**config.mk**
```make
export PLATFORM = sky130hd
export DESIGN_NAME = multi_button_unit
export DESIGN_NICKNAME = d
export VERILOG_FILES = /design/src/rtl/btn_pkg.sv /design/src/rtl/button_channel.sv /design/src/rtl/multi_button_unit.sv
export SDC_FILE = /design/constraint.sdc
export NUM_CORES = 1
export LEC_CHECK = 0
export CAP_MARGIN = 20
export CORE_MARGIN = 2
export CORE_UTILIZATION = 30
export CTS_CLUSTER_DIAMETER = 150
export DETAILED_ROUTE_END_ITERATION = 10
export SYNTH_ARGS = -nofsm -noshare
export SYNTH_HDL_FRONTEND = slang
export SYNTH_HIERARCHICAL = 1
export SYNTH_SLANG_ARGS = --single-unit
```
**constraint.sdc**
```tcl
create_clock -name clk -period 5.6 [get_ports clk]
set_input_delay 0.84 -clock clk [delete_from_list [all_inputs] [get_ports clk]]
set_output_delay 0.84 -clock clk [all_outputs]
set_load 0.005 [all_outputs]
```
**src/rtl/btn_pkg.sv**
```systemverilog
// Shared definitions for the push-button front end: FSM encoding,
// simulation debounce length and counter sizing helper.
package btn_pkg;

  typedef enum logic [1:0] {
    ST_IDLE    = 2'd0,
    ST_PRESSED = 2'd1,
    ST_HELD    = 2'd2,
    ST_REPEAT  = 2'd3
  } btn_state_t;

  localparam int SIM_DB_CNT = 4;

  // Bits needed to hold values 0..max_count.
  function automatic int cnt_width(input int max_count);
    return (max_count < 1) ? 1 : $clog2(max_count + 1);
  endfunction

endpackage

```
**src/rtl/button_channel.sv**
```systemverilog
// One button channel: 2-FF synchroniser, debouncer, press/hold/repeat FSM
// and registered strobe outputs.
module button_channel
  import btn_pkg::*;
#(
  parameter bit SIM      = 1'b0,
  parameter int DB_CNT   = 1_000_000,
  parameter int LONG_CNT = 50_000_000,
  parameter int RPT_CNT  = 10_000_000
) (
  input  logic       clk,
  input  logic       reset,
  input  logic       button,
  input  logic       repeat_en,
  output logic       press_pulse,
  output logic       release_pulse,
  output logic       long_pulse,
  output logic       repeat_pulse,
  output logic       toggle,
  output logic       level,
  output logic [1:0] state_dbg
);

  localparam int DB_EFF = SIM ? SIM_DB_CNT : DB_CNT;
  localparam int DB_W   = cnt_width(DB_EFF);
  localparam int HOLD_W = cnt_width(LONG_CNT);
  localparam int RPT_W  = cnt_width(RPT_CNT);

  localparam logic [DB_W-1:0]   DB_LAST   = DB_W'(DB_EFF - 1);
  localparam logic [HOLD_W-1:0] HOLD_LAST = HOLD_W'(LONG_CNT - 1);
  localparam logic [RPT_W-1:0]  RPT_LAST  = RPT_W'(RPT_CNT - 1);

  logic sync_a;
  logic synced;

  always_ff @(posedge clk or posedge reset) begin
    if (reset) begin
      sync_a <= 1'b0;
      synced <= 1'b0;
    end else begin
      sync_a <= button;
      synced <= sync_a;
    end
  end

  // Accept a new level only after it has differed for DB_EFF consecutive samples.
  logic [DB_W-1:0] db_cnt;
  logic            db_level;

  always_ff @(posedge clk or posedge reset) begin
    if (reset) begin
      db_cnt   <= '0;
      db_level <= 1'b0;
    end else if (synced == db_level) begin
      db_cnt <= '0;
    end else if (db_cnt >= DB_LAST) begin
      db_level <= synced;
      db_cnt   <= '0;
    end else begin
      db_cnt <= db_cnt + 1'b1;
    end
  end

  btn_state_t        state_q, state_d;
  logic [HOLD_W-1:0] hold_cnt_q, hold_cnt_d;
  logic [RPT_W-1:0]  rpt_cnt_q, rpt_cnt_d;
  logic              press_d, release_d, long_d, repeat_d;

  always_comb begin
    state_d    = state_q;
    hold_cnt_d = hold_cnt_q;
    rpt_cnt_d  = rpt_cnt_q;
    press_d    = 1'b0;
    release_d  = 1'b0;
    long_d     = 1'b0;
    repeat_d   = 1'b0;
    // A falling level overrides any count maturing in the same cycle.
    if (state_q != ST_IDLE && !db_level) begin
      state_d    = ST_IDLE;
      release_d  = 1'b1;
      hold_cnt_d = '0;
      rpt_cnt_d  = '0;
    end else begin
      case (state_q)
        ST_IDLE: begin
          if (db_level) begin
            state_d    = ST_PRESSED;
            press_d    = 1'b1;
            hold_cnt_d = '0;
          end
        end
        ST_PRESSED: begin
          if (hold_cnt_q >= HOLD_LAST) begin
            long_d     = 1'b1;
            hold_cnt_d = '0;
            rpt_cnt_d  = '0;
            state_d    = repeat_en ? ST_REPEAT : ST_HELD;
          end else begin
            hold_cnt_d = hold_cnt_q + 1'b1;
          end
        end
        ST_HELD: begin
          if (repeat_en) begin
            state_d   = ST_REPEAT;
            rpt_cnt_d = '0;
          end
        end
        ST_REPEAT: begin
          if (!repeat_en) begin
            state_d   = ST_HELD;
            rpt_cnt_d = '0;
          end else if (rpt_cnt_q >= RPT_LAST) begin
            repeat_d  = 1'b1;
            rpt_cnt_d = '0;
          end else begin
            rpt_cnt_d = rpt_cnt_q + 1'b1;
          end
        end
        default: state_d = ST_IDLE;
      endcase
    end
  end

  always_ff @(posedge clk or posedge reset) begin
    if (reset) begin
      state_q       <= ST_IDLE;
      hold_cnt_q    <= '0;
      rpt_cnt_q     <= '0;
      press_pulse   <= 1'b0;
      release_pulse <= 1'b0;
      long_pulse    <= 1'b0;
      repeat_pulse  <= 1'b0;
      toggle        <= 1'b0;
      level         <= 1'b0;
    end else begin
      state_q       <= state_d;
      hold_cnt_q    <= hold_cnt_d;
      rpt_cnt_q     <= rpt_cnt_d;
      press_pulse   <= press_d;
      release_pulse <= release_d;
      long_pulse    <= long_d;
      repeat_pulse  <= repeat_d;
      toggle        <= toggle ^ press_d;
      level         <= db_level;
    end
  end

  assign state_dbg = state_q;

endmodule

```
**src/rtl/multi_button_unit.sv**
```systemverilog
// N independent button channels side by side; state_dbg packs each
// channel's 2-bit FSM state, channel i at bits [2*i+1:2*i].
module multi_button_unit
  import btn_pkg::*;
#(
  parameter int N        = 4,
  parameter bit SIM      = 1'b0,
  parameter int DB_CNT   = 1_000_000,
  parameter int LONG_CNT = 50_000_000,
  parameter int RPT_CNT  = 10_000_000
) (
  input  logic           clk,
  input  logic           reset,
  input  logic [N-1:0]   button_in,
  input  logic [N-1:0]   repeat_en,
  output logic [N-1:0]   press_pulse,
  output logic [N-1:0]   release_pulse,
  output logic [N-1:0]   long_pulse,
  output logic [N-1:0]   repeat_pulse,
  output logic [N-1:0]   toggle,
  output logic [N-1:0]   level,
  output logic [2*N-1:0] state_dbg
);

  for (genvar i = 0; i < N; i++) begin : g_ch
    button_channel #(
      .SIM      (SIM),
      .DB_CNT   (DB_CNT),
      .LONG_CNT (LONG_CNT),
      .RPT_CNT  (RPT_CNT)
    ) u_ch (
      .clk           (clk),
      .reset         (reset),
      .button        (button_in[i]),
      .repeat_en     (repeat_en[i]),
      .press_pulse   (press_pulse[i]),
      .release_pulse (release_pulse[i]),
      .long_pulse    (long_pulse[i]),
      .repeat_pulse  (repeat_pulse[i]),
      .toggle        (toggle[i]),
      .level         (level[i]),
      .state_dbg     (state_dbg[2*i +: 2])
    );
  end

endmodule

```
==> results.txt <==
Implementation numbers.

- Internal power comes to 3790 uW.
- For this run, the detailed router's first-pass iteration total came to 5.
- Across all setup checks in the final design, the least slack found is 3020 ps.
- The count of tool warnings is 26.
- According to the cell report, the number of logic gates is 1337.
- The routed wire length on met3 is 1.10 mm.
- The number of max-slew violations in the final report is 0.
- The buffer share of cell area is 2.70%.
- After layout, the inverter instance count without clock inverters stands at 36.
- 0 antenna diodes ended up in the layout.
- Of the total synthesized cell area, the portion taken by AND-OR and OR-AND cells is 11.8%.
- Counting plain and timing-repair buffers in the layout gives 51.
- The top cell types in the final layout, fill and taps aside, are dfrtp_1 (324), nor2_1 (260), nand2_1 (174).
- Per the STA report, the cell with the highest stage delay on the worst path is or4b_1.
- The flow ran to the end, and the final reports show no timing, DRC or antenna violations.
- The share of total power in combinational logic is 1.7%.
- The CTS buffer count is 40.
- The finished cells cover 19000 sq um.
- Walking the worst path, the cells encountered are or4b_1 > o31ai_1 > nand3_1 > and2_4 > a21o_1 > a221o_1.
- The H-tree depth is 2.
- The highest routing layer actually used is met4.
- The flow measured a signed area growth from synthesis to layout of 13.5%.
- The final layout contains 1812 nets.
- The leakage power figure is 0.00839 uW.
- The overall track demand over capacity in global routing is 12.1%.
- At floorplan, the net count of the design was reported as 1788.
- After synthesis the cells add up to 16700 sq um.
- Across the run, the number of max-cap violations was 0.
- The main area contributors are dfrtp_1 (48%), nor2_1 (5.8%), xor2_1 (4.9%), nand2_1 (3.9%), xnor2_1 (3.8%).
- The TritonCTS sink count is 324.
- The largest registers in the layout are g_ch.u_ch/hold_cnt_q: 104 flops, g_ch.u_ch/rpt_cnt_q: 96 flops, g_ch.u_ch/db_cnt: 80 flops.
- The startpoint of the most critical setup path is g_ch[3].u_ch/hold_cnt_q[16].
- Among cell families on the critical path, the largest total delay comes from AND-OR/OR-AND gates.
- In this run the deepest clock path goes through 3 buffers.
- The TritonCTS clock tree is built.
- The register with the most flip-flops in the layout has 104 of them.
- The share of total power in sequential cells is 48.8%.
- The global routing's busiest layer is met2.
- The final worst-path cycle share is 46.1%.
- The routed layout reports a DRC error count of 0.
- The category of the critical setup timing path is reg2reg.
- On the worst setup and hold paths after CTS, the clock-pin slew comes to 50 ps.
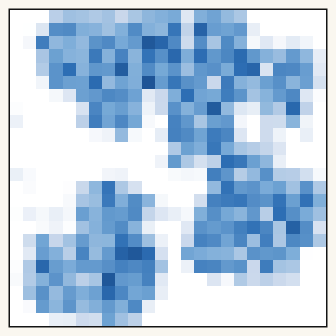
*Cell density map*
The die is cut into 24 by 24 equal tiles; white is low, dark blue is high, 0 to 100% covered.
emptiest ninth of the die: left middle
densest ninth of the die: top middle
fullest tile: 85%
tiles over 75% full: 4.0%
Placeable Area: 55100 sq um
initial core utilization: 30.4%
final cell utilization of the core: 34.4%

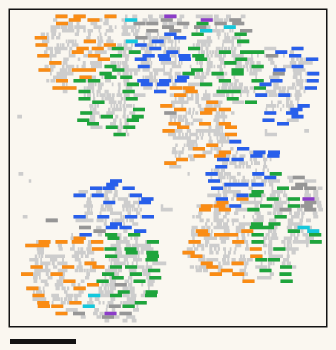
*Sequential cells grouped by signal name*
Scale bar: 50 microns. Other sequential cells in the stronger gray, the rest of the logic in the fainter gray.
legend:
  `g_ch.u_ch/db_cnt`:
    color: blue
    flops: 80
  `g_ch.u_ch/state_dbg`:
    color: cyan
    flops: 8
    where: widely spread
  `g_ch.u_ch/rpt_cnt_q`:
    color: orange
    flops: 96
  `g_ch.u_ch/press_pulse`:
    color: purple
    flops: 4
  `g_ch.u_ch/hold_cnt_q`:
    color: green
    flops: 104
not colored: 32

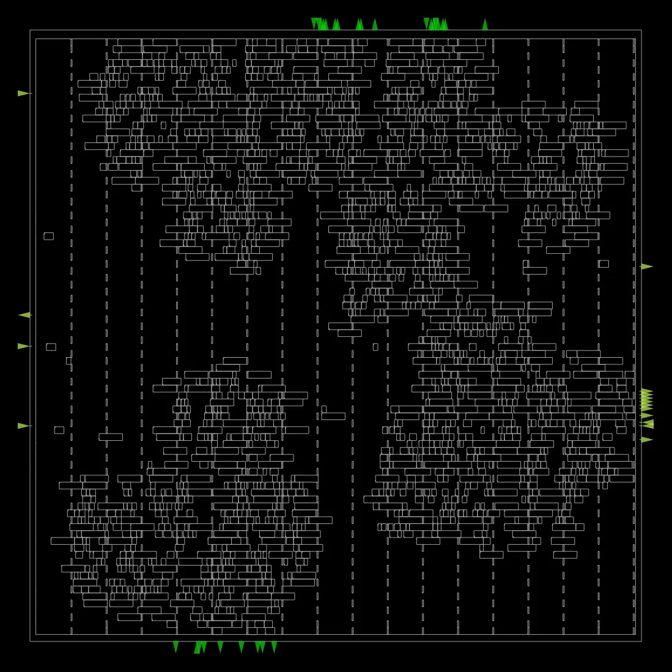
*Cell outlines without signal wires*
Seq/total area: 42.7%
num rows: 86
total number of tap cells: 748
filler instances: 5615
sequential cell count: 324

Power and IR drop assume default switching activity.
